### config.mk
export PLATFORM = sky130hd
export DESIGN_NAME = timer_seq_ctrl
export DESIGN_NICKNAME = d
export VERILOG_FILES = /design/src/rtl/timer_pkg.sv /design/src/rtl/timer_seq_ctrl_tick_gen.sv /design/src/rtl/timer_seq_ctrl.sv
export SDC_FILE = /design/constraint.sdc
export NUM_CORES = 1
export LEC_CHECK = 0
export CORE_MARGIN = 8
export CORE_UTILIZATION = 56
export DETAILED_ROUTE_END_ITERATION = 16
export PLACE_DENSITY = 0.94
export SKIP_CTS_REPAIR_TIMING = 1
export SYNTH_ARGS = -nofsm -noshare
export SYNTH_HDL_FRONTEND = slang
export SYNTH_SLANG_ARGS = --single-unit
### constraint.sdc
create_clock -name clk -period 4.44 [get_ports clk]
set_input_delay 0.444 -clock clk [delete_from_list [all_inputs] [get_ports clk]]
set_output_delay 0.444 -clock clk [all_outputs]
set_load 0.02 [all_outputs]
### src/rtl/timer_pkg.sv
// ---------------------------------------------------------------------------
// timer_pkg
// Shared definitions for the two-digit timer sequencer: the FSM state
// encoding, the terminal digit values the counters report against, and a
// helper that turns a raw preset into the value actually loaded into the
// digit counters.
// ---------------------------------------------------------------------------
package timer_pkg;

   // FSM state encoding, also visible on the state output of the top level.
   typedef enum logic [2:0] {
      IDLE    = 3'd0,
      LOAD    = 3'd1,
      RUN     = 3'd2,
      PAUSE   = 3'd3,
      EXPIRED = 3'd4
   } timerState_e;

   // Terminal values a digit counter compares against when raising cnt_done.
   localparam logic [3:0] DIGIT_MIN     = 4'h0;
   localparam logic [3:0] DIGIT_MAX_BCD = 4'h9;
   localparam logic [3:0] DIGIT_MAX_HEX = 4'hF;

   // Both digits sitting on their terminal value at the same time.
   localparam logic [1:0] DONE_BOTH = 2'b11;

   // Value pushed into the counters when the sequence is aborted.
   localparam logic [7:0] CLEAR_VAL = 8'h00;

   // A BCD digit can never legally exceed 9, so anything larger saturates.
   function automatic logic [3:0] clampBcdDigit(input logic [3:0] digit);
      return (digit > DIGIT_MAX_BCD) ? DIGIT_MAX_BCD : digit;
   endfunction

   // Load value for the counters: per-digit clamp in BCD mode, raw in hex.
   function automatic logic [7:0] loadValue(input logic [7:0] raw, input logic bcd);
      return bcd ? {clampBcdDigit(raw[7:4]), clampBcdDigit(raw[3:0])} : raw;
   endfunction

endpackage

### src/rtl/timer_seq_ctrl_tick_gen.sv
// ---------------------------------------------------------------------------
// tick_gen
// Prescaler for the timer sequencer. Produces a one-cycle tick every
// TICK_DIV counting cycles. The count freezes while hold is high and
// returns to zero on clr, so a paused sequence resumes mid-period.
//
// Ports
//   clk    in   system clock, rising edge
//   reset  in   synchronous active-high reset, zeroes the count
//   clr    in   zero the count (used while the sequencer loads)
//   hold   in   freeze the count and suppress tick
//   tick   out  one-cycle pulse on the last cycle of each period
//
// TICK_DIV must be at least 2: the sequencer registers its enables one
// cycle after a tick, so back-to-back ticks would act on stale digits.
// ---------------------------------------------------------------------------
module tick_gen #(
   parameter int unsigned TICK_DIV = 100000000
) (
   input  logic clk,
   input  logic reset,
   input  logic clr,
   input  logic hold,
   output logic tick
);

   localparam int unsigned CNT_W = (TICK_DIV > 1) ? $clog2(TICK_DIV) : 1;
   localparam logic [CNT_W-1:0] LAST_COUNT = CNT_W'(TICK_DIV - 1);

   logic [CNT_W-1:0] count;

   // Period counter: wraps on the last cycle of the period, stands still
   // while held, and restarts from zero whenever the sequencer reloads.
   always_ff @(posedge clk) begin
      if (reset || clr) begin
         count <= '0;
      end else if (!hold) begin
         if (count == LAST_COUNT) begin
            count <= '0;
         end else begin
            count <= count + CNT_W'(1);
         end
      end
   end

   // The tick is a decode of the count, so the first one lands on the
   // TICK_DIV-th counting cycle after a clear.
   assign tick = !hold && !clr && (count == LAST_COUNT);

endmodule

### src/rtl/timer_seq_ctrl.sv
// ---------------------------------------------------------------------------
// timer_seq_ctrl
// Sequencer for a two-digit (tens/ones) count-up/count-down timer. It does
// not hold the digits itself: it drives load and per-digit enable strobes
// to two external digit counters and watches their terminal flags.
//
// Ports
//   clk           in   system clock, rising edge
//   reset         in   synchronous active-high reset
//   start         in   pulse: begin from IDLE, resume from PAUSE,
//                      restart from RUN or EXPIRED
//   pause         in   pulse: freeze counting while in RUN
//   clear         in   pulse: abort, zero the digits, return to IDLE
//   dir           in   1 = count up, 0 = count down (captured on load)
//   mode_bcd      in   1 = BCD digits, 0 = hex digits (captured on load)
//   preset[7:0]   in   start value {tens, ones} (captured on load)
//   cnt_load      out  load strobe to both digit counters
//   cnt_load_val  out  load value {tens, ones}
//   cnt_en[1:0]   out  per-digit count enable, bit0 = ones, bit1 = tens
//   cnt_updown    out  latched direction for the counters
//   cnt_mode      out  latched BCD/hex mode for the counters
//   cnt_done[1:0] in   per-digit terminal flag from the counters
//   state[2:0]    out  current FSM state
//   expired       out  high while in EXPIRED
//
// Input priority in every state is clear, then start, then pause.
// ---------------------------------------------------------------------------
module timer_seq_ctrl
   import timer_pkg::*;
#(
   parameter int unsigned TICK_DIV = 100000000
) (
   input  logic       clk,
   input  logic       reset,
   input  logic       start,
   input  logic       pause,
   input  logic       clear,
   input  logic       dir,
   input  logic       mode_bcd,
   input  logic [7:0] preset,
   output logic       cnt_load,
   output logic [7:0] cnt_load_val,
   output logic [1:0] cnt_en,
   output logic       cnt_updown,
   output logic       cnt_mode,
   input  logic [1:0] cnt_done,
   output logic [2:0] state,
   output logic       expired
);

   timerState_e curState;
   logic        tick;
   logic        prescaleClr;
   logic        prescaleHold;
   logic [7:0]  presetLoad;

   // Preset as it will appear on cnt_load_val, clamped per digit in BCD.
   assign presetLoad = loadValue(preset, mode_bcd);

   // The prescaler restarts during LOAD and only advances in RUN, so a
   // pause keeps the partial period and a resume picks it up where it was.
   assign prescaleClr  = (curState == LOAD);
   assign prescaleHold = (curState != RUN);

   tick_gen #(
      .TICK_DIV(TICK_DIV)
   ) uTickGen (
      .clk  (clk),
      .reset(reset),
      .clr  (prescaleClr),
      .hold (prescaleHold),
      .tick (tick)
   );

   assign state = curState;

   // Main sequencer. Every output is registered and defaults to idle each
   // cycle, so cnt_load and cnt_en are single-cycle pulses and never share
   // a cycle because they come from mutually exclusive branches. Entering
   // LOAD captures preset, dir and mode_bcd together; cnt_updown and
   // cnt_mode are touched nowhere else, so later changes on dir or
   // mode_bcd are ignored until the next load. On a tick in RUN the ones
   // digit always steps and the tens digit steps only when ones is about to
   // wrap; the counters' flags cannot move between the tick and the enable
   // because nothing else steps them. When both digits already sit at the
   // terminal value the tick moves to EXPIRED instead, so there is no wrap.
   always_ff @(posedge clk) begin
      if (reset) begin
         curState     <= IDLE;
         cnt_load     <= 1'b0;
         cnt_load_val <= 8'h00;
         cnt_en       <= 2'b00;
         cnt_updown   <= 1'b0;
         cnt_mode     <= 1'b0;
         expired      <= 1'b0;
      end else begin
         cnt_load     <= 1'b0;
         cnt_load_val <= 8'h00;
         cnt_en       <= 2'b00;
         expired      <= 1'b0;
         case (curState)
            IDLE: begin
               if (!clear && start) begin
                  curState     <= LOAD;
                  cnt_load     <= 1'b1;
                  cnt_load_val <= presetLoad;
                  cnt_updown   <= dir;
                  cnt_mode     <= mode_bcd;
               end
            end
            LOAD: begin
               if (clear) begin
                  curState     <= IDLE;
                  cnt_load     <= 1'b1;
                  cnt_load_val <= CLEAR_VAL;
               end else begin
                  curState <= RUN;
               end
            end
            RUN: begin
               if (clear) begin
                  curState     <= IDLE;
                  cnt_load     <= 1'b1;
                  cnt_load_val <= CLEAR_VAL;
               end else if (start) begin
                  curState     <= LOAD;
                  cnt_load     <= 1'b1;
                  cnt_load_val <= presetLoad;
                  cnt_updown   <= dir;
                  cnt_mode     <= mode_bcd;
               end else if (pause) begin
                  curState <= PAUSE;
               end else if (tick) begin
                  if (cnt_done == DONE_BOTH) begin
                     curState <= EXPIRED;
                     expired  <= 1'b1;
                  end else begin
                     cnt_en <= {cnt_done[0], 1'b1};
                  end
               end
            end
            PAUSE: begin
               if (clear) begin
                  curState     <= IDLE;
                  cnt_load     <= 1'b1;
                  cnt_load_val <= CLEAR_VAL;
               end else if (start) begin
                  curState <= RUN;
               end
            end
            EXPIRED: begin
               if (clear) begin
                  curState     <= IDLE;
                  cnt_load     <= 1'b1;
                  cnt_load_val <= CLEAR_VAL;
               end else if (start) begin
                  curState     <= LOAD;
                  cnt_load     <= 1'b1;
                  cnt_load_val <= presetLoad;
                  cnt_updown   <= dir;
                  cnt_mode     <= mode_bcd;
               end else begin
                  expired <= 1'b1;
               end
            end
            default: begin
               curState <= IDLE;
            end
         endcase
      end
   end

endmodule
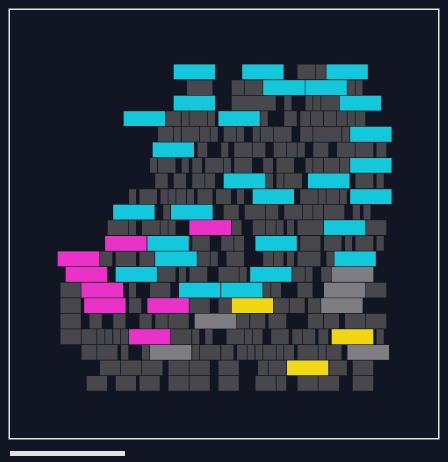
Figure 1: run 1, where the registers sit.
The bar under the picture is 20 um long. Other sequential cells in the stronger grey, the rest of the logic in the fainter grey.
| netlist name | colour | placed flops |
|---|---|---|
| uTickGen.count | cyan | 27 |
| cnt_load_val | magenta | 8 |
| state | yellow | 3 |
register area: 881 um2
Finished Core Util: 70.6%
Seq group: 0.000401 W
Seq area share: 37.4%

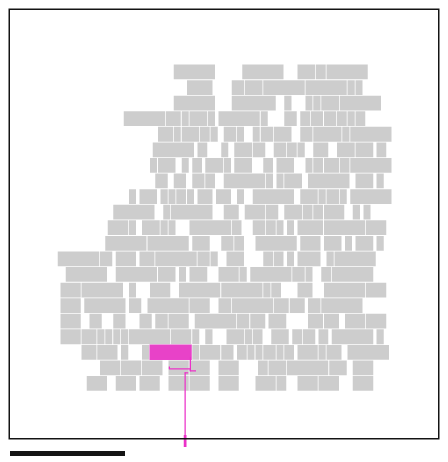
Figure 2: run 1, I/O nets highlighted.
The bar under the picture is 20 um long.
| port | colour | direction | edge | end cells | wire |
|---|---|---|---|---|---|
| cnt_updown | magenta | output | bottom | 1 | 19.2 um |
Ports: 34
Port Buf Inserts: 33

==> flow_summary.json, run 1 <==
{
  "cp-startpoint": "uTickGen.count[4]$_SDFFE_PP0N_",
  "taps": 46,
  "grt_pass1_wl_mm": 7.65,
  "topCellsByArea": "dfxtp_1 46%, xnor2_1 8.6%, nor2_1 7.4%",
  "inverters": 7,
  "fp.coreArea_um2": 3340,
  "yosys_cells": 220,
  "num-multi-input-gates": 164,
  "grt_max_degree": 24,
  "hp-start": "uTickGen.count[1]$_SDFFE_PP0N_",
  "antenna_found_initial": 0,
  "synth-edff-count": 0,
  "fin_skew_ps": 14.0,
  "common_cells": "44 x dfxtp_1, 38 x nor2_1, 19 x xnor2_1, 17 x nand2_1, 11 x nand3_1",
  "h-tree-depth": 2,
  "clk_pin_slew_worst_paths_ps": 130,
  "top_cell_area_share_pct": 45.6,
  "regMostFlops": "uTickGen.count",
  "ys_seq_share_pct": 45.6,
  "hold_viol": 0,
  "ant_nets": 0,
  "fill_cells": 265,
  "r2r-start": "uTickGen.count[4]$_SDFFE_PP0N_",
  "slew_headroom_pct": 40.2,
  "die_w_um": 74.7,
  "drc": 0,
  "ir_drop_v": 0.000211,
  "post-route-period-util_pct": 50.7,
  "yosysUniqueCellTypes": 38,
  "final_layout_size_suffix_gt1_share_pct": 5.84,
  "power_frac_seq_pct": 61.8,
  "switching_power_w": 0.000148,
  "p_leak_nw": 0.777,
  "critPathCaptureType": "register",
  "via_per_inst": 5.69,
  "reg2reg_to": "uTickGen.count[20]$_SDFFE_PP0N_",
  "clk_share_pct": 2.66,
  "arrival_ps": 2510,
  "rsz0062_at_grt": "no",
  "drt_iter0_markers": 230,
  "p_int_w": 0.000502,
  "ys_seq_elements": 44,
  "floorplan.nets": 238,
  "root_buffer": "clkbuf_4",
  "synthFlopType": "dfxtp_1",
  "clkPwrFrac_pct": 30.7,
  "hold_path.class": "register to register",
  "status": "finished clean",
  "finish.instance_area_um2": 2350,
  "track_usage_pct": 17.9,
  "cts_sinks": 44,
  "comb_share_pct": 42.0,
  "post_dp_cell_area_um2": 2290,
  "dp.cells": 295,
  "powerDensity_nw_per_um2": 276,
  "setup_viol": 0,
  "cts_buffers": 5,
  "clock_latency_ps": 360,
  "max_cap_viol_count": 0,
  "top_cell": "dfxtp_1",
  "max_slew.worst_pin.slew_ps": 889,
  "largest_reg_flops": 27,
  "setup_tns_ps": 0,
  "cp.required_ps": 4700,
  "crit_end": "uTickGen.count[20]$_SDFFE_PP0N_"
}
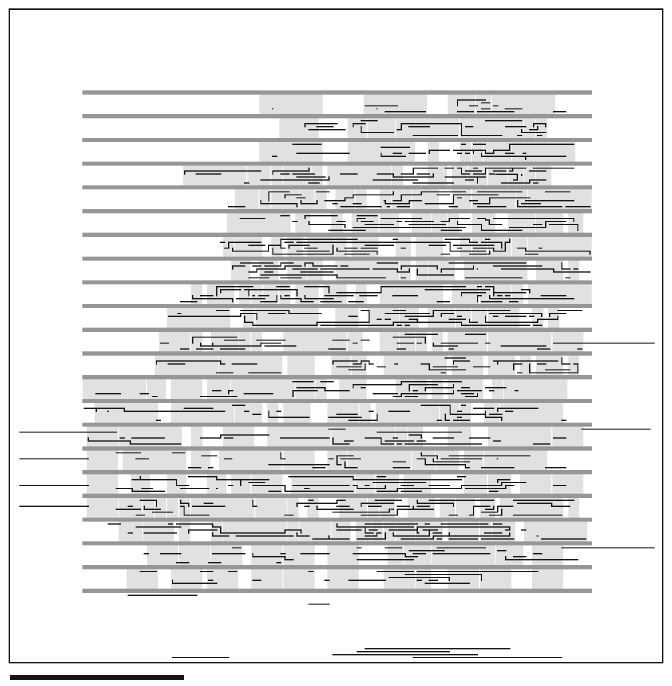
Figure 3: run 1, metal 1.
The bar under the picture is 20 um long. Supply wires on this layer in grey.
share of all routed wire: 42%
main direction: horizontal
nets with wire on the layer: 254
grt met1 use: 19.6%
via count: 1723
drt total wl: 4.53 mm

## run 1: cells by family (layout without fill, tap and decap cells)
kind of cell,after synthesis,in the layout,share of synthesized area (%)
XOR/XNOR,24,24,10.9
multiplexers,2,2,1.04
AND/OR/NAND/NOR,120,120,33.2
flip-flops,44,44,45.6
buffers and inverters,12,49,3.17
AND-OR/OR-AND,17,17,5.51
adder cells (fa/ha/maj),1,1,0.648
## run 1: worst max-delay path, cell delays in order (launching register included)
cell	delay, ps
dfxtp_1	450
nand4_2	170
or4_1	820
nor4_1	450
xnor2_1	190
nor2_1	70
## run 1: routing by layer
metal	global-route usage, %	up-vias	routed length (um)
li1	-	834	-
met1	19.6	829	1890
met2	31.2	50	2360
met3	4.79	10	189
met4	8.26	0	89
met5	0	-	0
Figure 4. Wiring by layer (run 1).
Only two layers are drawn.
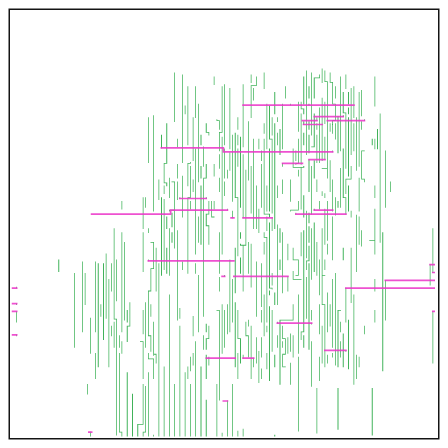

==> inputs of run 2 (changes only) <==
CORE_UTILIZATION = 52   (was 56)
PLACE_DENSITY = 0.89   (was 0.94)
clock period = 2.11 ns   (was 4.44 ns; I/O delays follow)
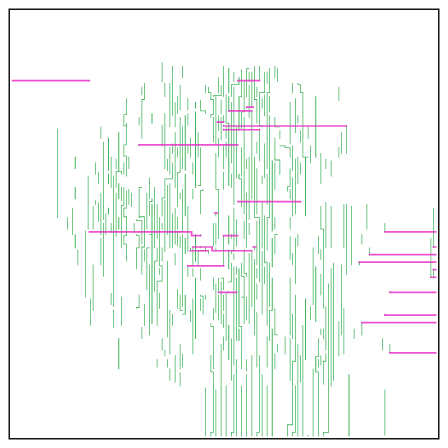
Figure 5: run 2, wiring by layer.
Only two layers are drawn.
| layer | colour | wire length |
|---|---|---|
| met3 | magenta | 205 um |
| met2 | green | 2250 um |
drt total wl: 4.42 mm
gr usage total: 15.4%

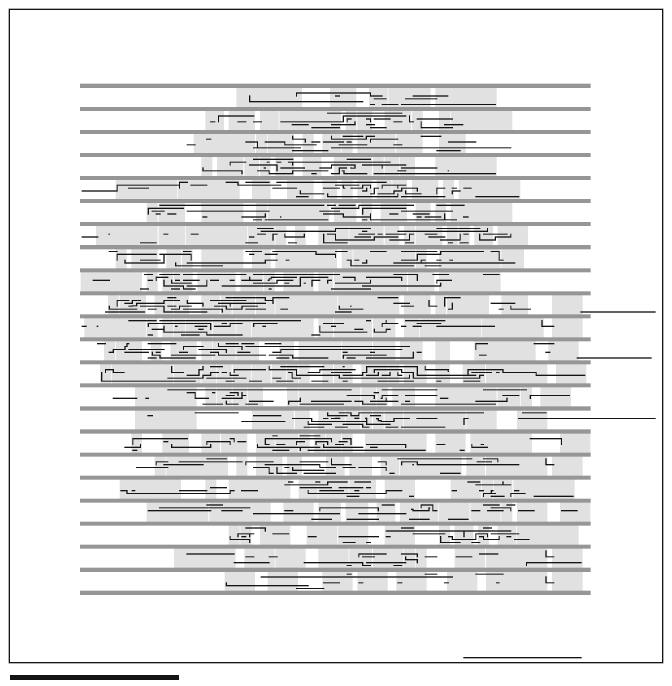
Figure 6: run 2, metal 1.
The bar under the picture is 20 um long. Supply wires on this layer in grey.
nets with wire on the layer: 262
main direction: horizontal
grt met1 use: 17.7%
via count: 1716

==> flow_summary.json, run 2 <==
{
  "sh_seq_area_pct": 35.2,
  "slowest_stage": "or4_1",
  "topCellsByArea": "dfxtp_1 46%, xnor2_1 8.6%, nor2_1 7.4%",
  "switching_power_w": 0.000322,
  "finish.instance_area_um2": 2500,
  "mux_area_share_pct": 1.04,
  "ys_seq_share_pct": 45.6,
  "clkPwrFrac_pct": 35.6,
  "largest_reg_flops": 27,
  "post-route-period-util_pct": 92.4,
  "arrival_ps": 2140,
  "die_w_um": 77.0,
  "hold_path.class": "primary input to register",
  "setup_viol": 0,
  "setup_tns_ps": 0,
  "path_cells": "nand4_2 > or4_1 > buf_4 > nor4_1 > xnor2_1 > nor2_1",
  "floorplan.nets": 238,
  "netlist_logic_family_top": "simple AND/OR/NAND/NOR gates",
  "post_dp_cell_area_um2": 2370,
  "taps": 48,
  "synthFlopType": "dfxtp_1",
  "clock_latency_ps": 290,
  "fill_cells": 288,
  "drc": 0,
  "grt_use_met2_pct": 26.4,
  "ys_sh_adder_pct": 0.648,
  "ys_sh_simple_pct": 33.2,
  "fin_skew_ps": 5.25,
  "ir_drop_v": 0.000387,
  "grt_pass1_wl_mm": 7.53,
  "common_cells": "44 x dfxtp_1, 38 x nor2_1, 19 x xnor2_1, 17 x nand2_1, 11 x nand3_1",
  "crit_end": "uTickGen.count[20]$_SDFFE_PP0N_",
  "slew_headroom_pct": 68.9,
  "drt_iter0_markers": 166,
  "grt_max_degree": 24,
  "via_per_inst": 5.45,
  "cts_buffers": 5,
  "gr-max-usage-layer": "met2",
  "io_buffers": 33,
  "regMostFlops": "uTickGen.count",
  "p_int_w": 0.00116,
  "top_cell": "dfxtp_1",
  "cp.required_ps": 2300,
  "ant_nets": 0,
  "antenna_found_initial": 0,
  "status": "finished clean",
  "inverters": 7,
  "synth-compound-area-share_pct": 5.51,
  "synth-edff-count": 0,
  "yosysUniqueCellTypes": 38,
  "yosys_cells": 220,
  "fp.coreArea_um2": 3610,
  "path_depth": 6,
  "ys_seq_elements": 44,
  "m1WireLength_mm": 1.87,
  "final_layout_size_suffix_gt1_share_pct": 10.9,
  "clk_share_pct": 3.70,
  "powerDensity_nw_per_um2": 593,
  "ioPinCount": 34,
  "num-multi-input-gates": 164,
  "h-tree-depth": 2,
  "finalCoreUtilization_pct": 69.4,
  "hold_viol": 0,
  "root_buffer": "clkbuf_8"
}
-- run 2: cell types whose count changed in the layout (fill, tap and decap cells not counted), moves of 2 or more --
| cell | before | now |
|---|---|---|
| buf_4 | 1 | 10 |
| clkbuf_4 | 5 | 0 |
| clkbuf_8 | 1 | 6 |
| clkinv_2 | 0 | 2 |
-- run 2: power by group through the flow --
stage | combinational, W | sequential [W] | clock (W)
6_report | 0.000111 | 0.000843 | 0.000528
5_1_grt | 0.000121 | 0.000844 | 0.000576
4_1_cts | 0.000112 | 0.000843 | 0.000540
3_5_place_dp | 0.000112 | 0.000863 | 0
3_3_place_gp | 0.000110 | 0.000862 | 0
2_1_floorplan | 0.0000327 | 0.000872 | 0
Figure 7. Where the registers sit (run 2).
The bar under the picture is 20 um long. Other sequential cells in the stronger grey, the rest of the logic in the fainter grey.
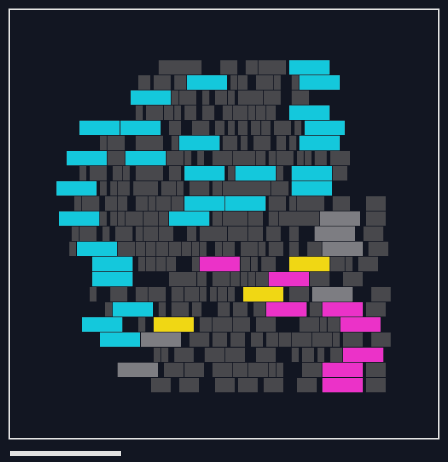

==> inputs of run 3 (changes only) <==
SKIP_CTS_REPAIR_TIMING = unset   (was 1)
clock period = 1.9 ns   (was 2.11 ns; I/O delays follow)
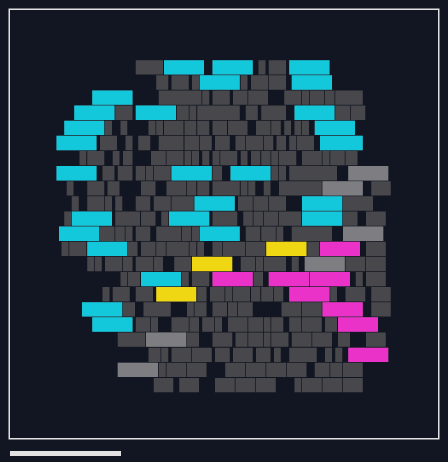
Figure 8: run 3, where the registers sit.
The bar under the picture is 20 um long. Other sequential cells in the stronger grey, the rest of the logic in the fainter grey.
| netlist name | colour | placed flops |
|---|---|---|
| uTickGen.count | cyan | 27 |
| state | yellow | 3 |
| cnt_load_val | magenta | 8 |
Seq area share: 32.7%
Seq group: 0.000935 W
register area: 882 um2
Finished Core Util: 74.9%

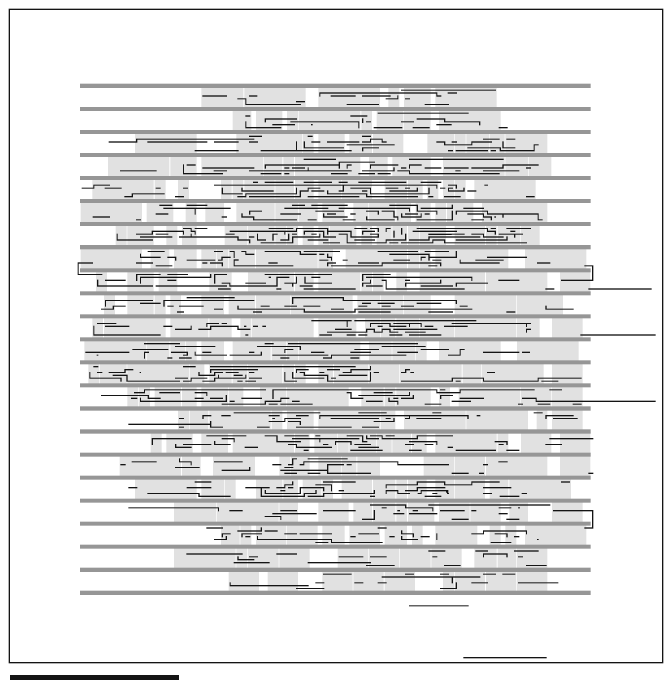
Figure 9: run 3, metal 1.
The bar under the picture is 20 um long. Supply wires on this layer in grey.
share of all routed wire: 39%
main direction: horizontal
nets with wire on the layer: 283
longest straight run: 26.2 um
wire length on this layer: 2060 um
via count: 1883
grt met1 use: 18.1%
drt total wl: 5.33 mm

==> flow_summary.json, run 3 <==
{
  "mux_area_share_pct": 1.04,
  "fin_ws_ps": -1.78,
  "power_frac_seq_pct": 55.8,
  "grt_overflow": 0,
  "critPathKind": "register to register",
  "cts_tree": "built",
  "largestPowerGroup": "sequential cells",
  "lay_top_cells": "43 x dfxtp_1, 38 x nor2_1, 33 x clkdlybuf4s50_1",
  "grt_pass1_wl_mm": 7.91,
  "initCoreUtil_pct": 53.6,
  "final_layout_size_suffix_gt1_share_pct": 19.8,
  "yosysUniqueCellTypes": 38,
  "track_usage_pct": 16.3,
  "regMostFlops": "uTickGen.count",
  "cp-startpoint": "uTickGen.count[7]$_SDFFE_PP0N_",
  "min_to": "cnt_load_val[6]$_SDFF_PP0_",
  "synth-edff-count": 0,
  "hp-start": "preset[6]",
  "setup_tns_ps": -1.78,
  "io_buffers": 33,
  "clock_latency_ps": 310,
  "fp-row-count": 22,
  "antenna_found_initial": 0,
  "post_dp_cell_area_um2": 2490,
  "ys_seq_share_pct": 45.6,
  "wl_per_cell_um": 16.1,
  "drc": 0,
  "powerDensity_nw_per_um2": 620,
  "cts_sinks": 44,
  "cts_resized": 6,
  "pg_comb_w": 0.000132,
  "h-tree-depth": 2,
  "max_cap_viol_count": 0,
  "hold_path.class": "primary input to register",
  "ys_area_um2": 1930,
  "fill_cells": 241,
  "logic_area_um2": 1090,
  "xor_area_share_pct": 10.9,
  "r2r_cells": 6,
  "critPathMaxFanout": 14,
  "power_frac_comb_pct": 7.9,
  "ant_nets": 0,
  "violations": "negative setup slack",
  "post-route-period-util_pct": 100,
  "slowest_stage": "or4_4",
  "avgSynthCellArea_um2": 8.78,
  "grt_max_degree": 24,
  "r2r_slack_ps": -2,
  "max_slew.worst_pin.slew_ps": 495,
  "clockBufferDepth": 2,
  "netlist_logic_family_top": "simple AND/OR/NAND/NOR gates",
  "yosys_cells": 220,
  "grt_pass1_vias": 1718,
  "clkPwrFrac_pct": 36.3,
  "yosysTopAreaCell": "dfxtp_1",
  "critPathCaptureType": "register",
  "ys_async_sr_fraction_pct": 0,
  "finalWeightedCongestion": 0.861,
  "ys_warn_count": 0,
  "synthToLayoutAreaGrowth_pct": 39.8,
  "cts_buffers": 5,
  "ioPinCount": 34,
  "common_cells": "44 x dfxtp_1, 38 x nor2_1, 19 x xnor2_1, 17 x nand2_1, 11 x nand3_1",
  "fp.coreArea_um2": 3610,
  "whs_ps": 477,
  "p_total_w": 0.00167,
  "hold_buffers": 0,
  "critPathBufInv": 1,
  "die_w_um": 77.0,
  "max_stage_delay_ps": 530,
  "drt_iter0_markers": 210,
  "slew_headroom_pct": 66.9,
  "ys_seq_elements": 44,
  "die_area_um2": 5920,
  "startpoint_type": "register",
  "syn_inst": 220,
  "arrival_ps": 2100,
  "switching_share_pct": 22.5,
  "synth-compound-area-share_pct": 5.51,
  "cp.required_ps": 2100,
  "hold_path_depth": 2,
  "p_leak_nw": 0.975,
  "floorplan.nets": 238,
  "ys_sh_simple_pct": 33.2,
  "final_common_cell": "dfxtp_1",
  "synthesis.area_um2": 1930,
  "fin_skew_ps": 6.92,
  "hpwl_mm": 3.41,
  "hold_viol": 0,
  "layout_min_cycle_time_ps": 1900,
  "synthFlopType": "dfxtp_1",
  "p_int_w": 0.00130,
  "r2r-start": "uTickGen.count[7]$_SDFFE_PP0N_",
  "topCellsByArea": "dfxtp_1 46%, xnor2_1 8.6%, nor2_1 7.4%",
  "n_antenna_cell": 0,
  "slew_violations": 0,
  "top_cell": "dfxtp_1",
  "path_depth": 6,
  "clk-power_w": 0.000608,
  "path_cells": "nand4_2 > or4_4 > buf_6 > nor3_1 > xnor2_1 > nor2_1",
  "die_h_um": 77.0,
  "finish.instance_area_um2": 2700,
  "ir_drop_v": 0.000431,
  "reg2reg_to": "uTickGen.count[18]$_SDFFE_PP0N_",
  "clock.fmax_mhz": 526,
  "top_cell_area_share_pct": 45.6,
  "setup_viol": 1,
  "root_buffer": "clkbuf_8",
  "switching_power_w": 0.000377,
  "largest_reg_flops": 27,
  "crit_end": "uTickGen.count[18]$_SDFFE_PP0N_",
  "via_per_inst": 5.69,
  "status": "finished, violations left",
  "clk_pin_slew_worst_paths_ps": 80,
  "first_pass_iters": 4,
  "ys_sh_adder_pct": 0.648,
  "critPathTopFamily": "simple AND/OR/NAND/NOR gates"
}
## run 3: layer usage
layer,global-route usage [%],up-vias,wire length [um]
li1,-,889,-
met1,18.1,901,2060
met2,27.4,74,2790
met3,5.71,19,327
met4,7.31,0,165
met5,0,-,0
## run 3: metrics by stage
| step | worst slack (ps) | util [%] | cells |
|---|---|---|---|
| floorplan | 63.8 | - | 220 |
| global placement | 30.9 | 69.0 | 321 |
| CTS | 7.77 | 72.4 | 329 |
| finish | -1.78 | 74.9 | 331 |
| global route | -86.6 | 74.9 | 331 |
| detailed placement | -116 | 69.0 | 321 |
## run 3: final cells by class
type	count	area share, %
Multi-Input combinational cell	164	40.5
Sequential cell	44	32.7
Timing Repair Buffer	60	20.3
Clock buffer	8	3.33
Tap cell	48	2.22
Inverter	7	0.973
Power and IR drop assume default switching activity.
